$ cat src/rtl/turbo_pkg.sv
// Shared constants, FSM state type and tap-parity helper for the turbo encoder
// constituent encoders (LTE / NB-IoT uplink).
package turbo_pkg;

  localparam int          M_LTE    = 3;
  localparam logic [3:0]  G_FB_LTE = 4'b1101;  // 1 + D^2 + D^3
  localparam logic [3:0]  G_FF_LTE = 4'b1011;  // 1 + D + D^3
  localparam int          K_MAX_NB = 6144;

  // Polynomials and state vectors are zero-extended to this width before tapping.
  localparam int          POLY_W   = 16;

  typedef enum logic [1:0] {
    IDLE,
    DATA,
    TAIL
  } state_t;

  // XOR of the state bits selected by the polynomial coefficients.
  function automatic logic tap_xor(input logic [POLY_W-1:0] poly,
                                   input logic [POLY_W-1:0] taps);
    return ^(poly & taps);
  endfunction

endpackage

$ cat src/rtl/rsc_core.sv
// Combinational RSC trellis step: feedback bit a, parity z and the systematic
// bit x (the information bit, or the zero-forcing tail bit in tail mode).
module rsc_core
  import turbo_pkg::*;
#(
  parameter int         M    = M_LTE,
  parameter logic [M:0] G_FB = G_FB_LTE,
  parameter logic [M:0] G_FF = G_FF_LTE
) (
  input  logic       u,
  input  logic [M:1] s,
  input  logic       tail_mode,
  output logic       x,
  output logic       a,
  output logic       z
);

  // Bit 0 of each polynomial multiplies a (not a delay element), so it is
  // excluded from the state taps and handled separately.
  localparam logic [POLY_W-1:0] FB_TAPS = POLY_W'(G_FB) & ~POLY_W'(1);
  localparam logic [POLY_W-1:0] FF_TAPS = POLY_W'(G_FF) & ~POLY_W'(1);

  logic [POLY_W-1:0] s_ext;
  logic              fb;

  assign s_ext = POLY_W'({s, 1'b0});
  assign fb    = tap_xor(FB_TAPS, s_ext);

  // In tail mode x equals the feedback sum, which makes a zero.
  assign x = tail_mode ? fb : u;
  assign a = x ^ fb;
  assign z = (G_FF[0] & a) ^ tap_xor(FF_TAPS, s_ext);

endmodule

$ cat src/rtl/rsc_encoder_stream.sv
// Streaming RSC constituent encoder: valid/ready in and out, runtime block
// length, and M trellis-termination beats appended to every block.
module rsc_encoder_stream
  import turbo_pkg::*;
#(
  parameter int         K_MAX = K_MAX_NB,
  parameter int         KW    = 13,
  parameter int         M     = M_LTE,
  parameter logic [M:0] G_FB  = G_FB_LTE,
  parameter logic [M:0] G_FF  = G_FF_LTE
) (
  input  logic          clk,
  input  logic          rst,
  input  logic          start,
  input  logic [KW-1:0] k_len,
  input  logic          in_valid,
  output logic          in_ready,
  input  logic          in_bit,
  output logic          out_valid,
  input  logic          out_ready,
  output logic          out_sys,
  output logic          out_par,
  output logic          out_tail,
  output logic          out_last,
  output logic          busy,
  output logic          len_err
);

  state_t        state, state_nxt;
  logic [M:1]    s;
  logic [KW-1:0] cnt;
  logic [KW-1:0] klen;

  logic adv, accept, tail_step, load, last_step, len_ok, start_ok;
  logic x, a, z;

  rsc_core #(
    .M    (M),
    .G_FB (G_FB),
    .G_FF (G_FF)
  ) u_core (
    .u         (in_bit),
    .s         (s),
    .tail_mode (state == TAIL),
    .x         (x),
    .a         (a),
    .z         (z)
  );

  assign adv       = !out_valid || out_ready;
  assign in_ready  = (state == DATA) && adv;
  assign accept    = in_valid && in_ready;
  assign tail_step = (state == TAIL) && adv;
  assign load      = accept || tail_step;
  assign last_step = ((state == DATA) && (cnt == klen - KW'(1))) ||
                     ((state == TAIL) && (cnt == KW'(M - 1)));
  assign len_ok    = (k_len != '0) && (k_len <= KW'(K_MAX));
  assign start_ok  = (state == IDLE) && start && len_ok;
  assign busy      = (state != IDLE);

  always_ff @(posedge clk or negedge rst) begin
    if (!rst) state <= IDLE;
    else      state <= state_nxt;
  end

  // NOTE: every output of a combinational block is assigned a default first so
  // that no path through the case statement leaves it unassigned (no latch).
  always_comb begin
    state_nxt = state;
    case (state)
      IDLE:    if (start_ok)           state_nxt = DATA;
      DATA:    if (accept && last_step) state_nxt = TAIL;
      TAIL:    if (adv && last_step)    state_nxt = IDLE;
      default:                          state_nxt = IDLE;
    endcase
  end

  // NOTE: sequential state uses non-blocking assignments so every register
  // samples pre-edge values regardless of statement order.
  always_ff @(posedge clk or negedge rst) begin
    if (!rst) begin
      s         <= '0;
      cnt       <= '0;
      klen      <= '0;
      out_valid <= 1'b0;
      out_sys   <= 1'b0;
      out_par   <= 1'b0;
      out_tail  <= 1'b0;
      out_last  <= 1'b0;
      len_err   <= 1'b0;
    end else begin
      len_err <= (state == IDLE) && start && !len_ok;

      if (start_ok) begin
        klen <= k_len;
        s    <= '0;
        cnt  <= '0;
      end else if (load) begin
        s   <= {s[M-1:1], a};
        cnt <= last_step ? '0 : cnt + KW'(1);
      end

      // A held beat (including the final tail beat) survives a new start;
      // it only retires through its own handshake.
      if (load) begin
        out_valid <= 1'b1;
        out_sys   <= x;
        out_par   <= z;
        out_tail  <= (state == TAIL);
        out_last  <= (state == TAIL) && last_step;
      end else if (out_ready) begin
        out_valid <= 1'b0;
      end
    end
  end

endmodule

$ cat config.mk
export PLATFORM = sky130hd
export DESIGN_NAME = rsc_encoder_stream
export DESIGN_NICKNAME = d
export VERILOG_FILES = /design/src/rtl/turbo_pkg.sv /design/src/rtl/rsc_core.sv /design/src/rtl/rsc_encoder_stream.sv
export SDC_FILE = /design/constraint.sdc
export NUM_CORES = 1
export LEC_CHECK = 0
export CAP_MARGIN = 0
export CORE_ASPECT_RATIO = 1.2
export CORE_UTILIZATION = 45
export DETAILED_ROUTE_END_ITERATION = 8
export GPL_ROUTABILITY_DRIVEN = 0
export PLACE_DENSITY_LB_ADDON = 0.05
export SYNTH_ARGS = -nofsm -noshare
export SYNTH_HDL_FRONTEND = slang
export SYNTH_SLANG_ARGS = --single-unit
$ cat constraint.sdc
create_clock -name clk -period 4 [get_ports clk]
set_input_delay 0.6 -clock clk [delete_from_list [all_inputs] [get_ports clk]]
set_output_delay 0.6 -clock clk [all_outputs]
set_load 0.005 [all_outputs]
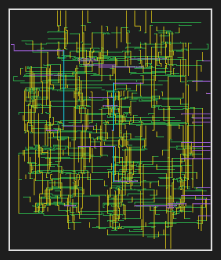
(images/wires.png)
Scale: 3 px per micron.
| layer | colour | wire length |
|---|---|---|
| metal 4 | cyan | 52.4 microns |
| metal 1 | green | 2340 microns |
| metal 3 | purple | 250 microns |
| metal 2 | yellow | 2210 microns |
overall track demand over capacity in global routing: 0.201
vias after detailed routing: 1865
DR WL/cell: 15.4 microns
total detailed-routing wirelength: 4850 microns

==> results.txt <==
State of the implementation.

- The run finished with clean final reports.
- Per the GRT congestion report, total overflow comes to 0.
- The cell-mix breakdown from Yosys lists the compound-gate area share as 0.179.
- The non-clock inverters instantiated in the layout total 7.
- The wire length on met2 is 2210 microns, for reference.
- The detailed-routing iteration count for the pre-antenna-repair pass is 4, for reference.
- The cell-mix breakdown from Yosys lists the adder-cell area share as 0.0165.
- Multi-input combinational cells in the finished layout were counted as 178.
- The final critical-path setup slack is 0.796 ns, for reference.
- Timing would allow up to around 310 MHz.
- The largest registers in the layout are cnt x13, klen x13, s x3.
- The violation tally recorded at the end of detailed-routing iteration 0 is 105.
- The total negative setup slack is 0 ns, for reference.
- The arrival time of data at the critical path endpoint is 3.40 ns, for reference.
- The final hold violation count recorded for this run is 0.
- The total I/O pin count is 27, for reference.
- The sequential cell area share is 0.346, for reference.
- The global routing report lists met3 layer usage as 0.0429.
- Looking at the worst setup and hold paths, the clock pins of their registers show a slew of 0.08 ns.
- By area the synthesized netlist is led by dfrtp_1 41%, mux2_2 5.4%, xnor2_1 3.9%, nand2_1 3.3%, and3_1 2.8%.
- The power consumed by sequential cells is 0.653 mW, for reference.
- The flow reports power dissipated in combinational cells as a little over 0.6 mW.
- The worst setup path endpoint is cnt[3], for reference.
- In the finished layout, the clock tree contains a buffer count of 6.
- The most critical setup path has its startpoint at klen[0].
- In the layout the commonest cells are 37 x dfrtp_1, 25 x clkdlybuf4s50_1, 20 x nand2_1.
- The clock passes through at most 2 buffers.
- Dividing the detail-routed via count by the number of cells gives 5.90.
- After detailed routing, no signal wire sits above met4.
- The primary flip-flop cell chosen by synthesis mapping is dfrtp_1, for reference.
- The post-synthesis instance area is 2270 sq um, for reference.
- For this run, the number of standard cells in the final layout without fillers is 316.
- Of all flip-flops after synthesis, the portion carrying an async set or reset was 1.00.
- In this run the power density over the cells is 602 nW/um^2.
- For this run the detailed placement stage logged an HPWL of 3510 microns.
- STA classifies the critical path startpoint as a flip-flop.
- The CTS tree is done, for reference.
- TritonCTS reports the number of clock sinks as 37.
- The overall power after layout is 1.61 mW, for reference.
- Of the total synthesized cell area, the portion taken by XOR and XNOR cells is 0.0616.
- The via count of the first global-routing pass was approximately 1700.
- The number of nets handed over by synthesis was 254.
- The chip area estimate from yosys synthesis is ~2300 sq um, for reference.
- The worst endpoint required time is 4.19 ns, for reference.
- The leakage power in the latest report is between 1 and 1.5 nW.
- The stage logs contain a warning count of 27.
- The clock latency of the later-clocked register in the worst-skew pair is 0.30 ns, for reference.
- The period utilization is 0.801, for reference.
- The top cell type's share of synthesized area is 0.407, for reference.
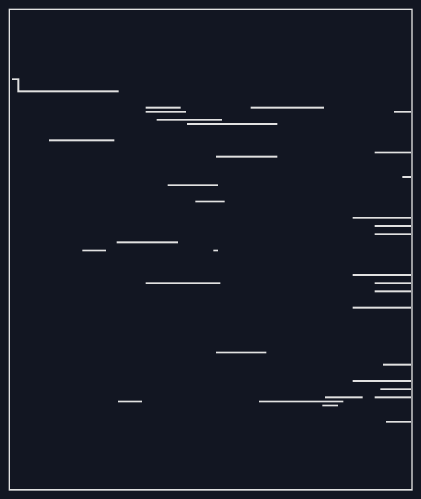
(images/layer_met3.png)
Scale: 6 px per micron.
main direction: horizontal
wire length on this layer: 250 microns
share of all routed wire: 5.1%
nets with wire on the layer: 28

Power and IR drop assume default switching activity.
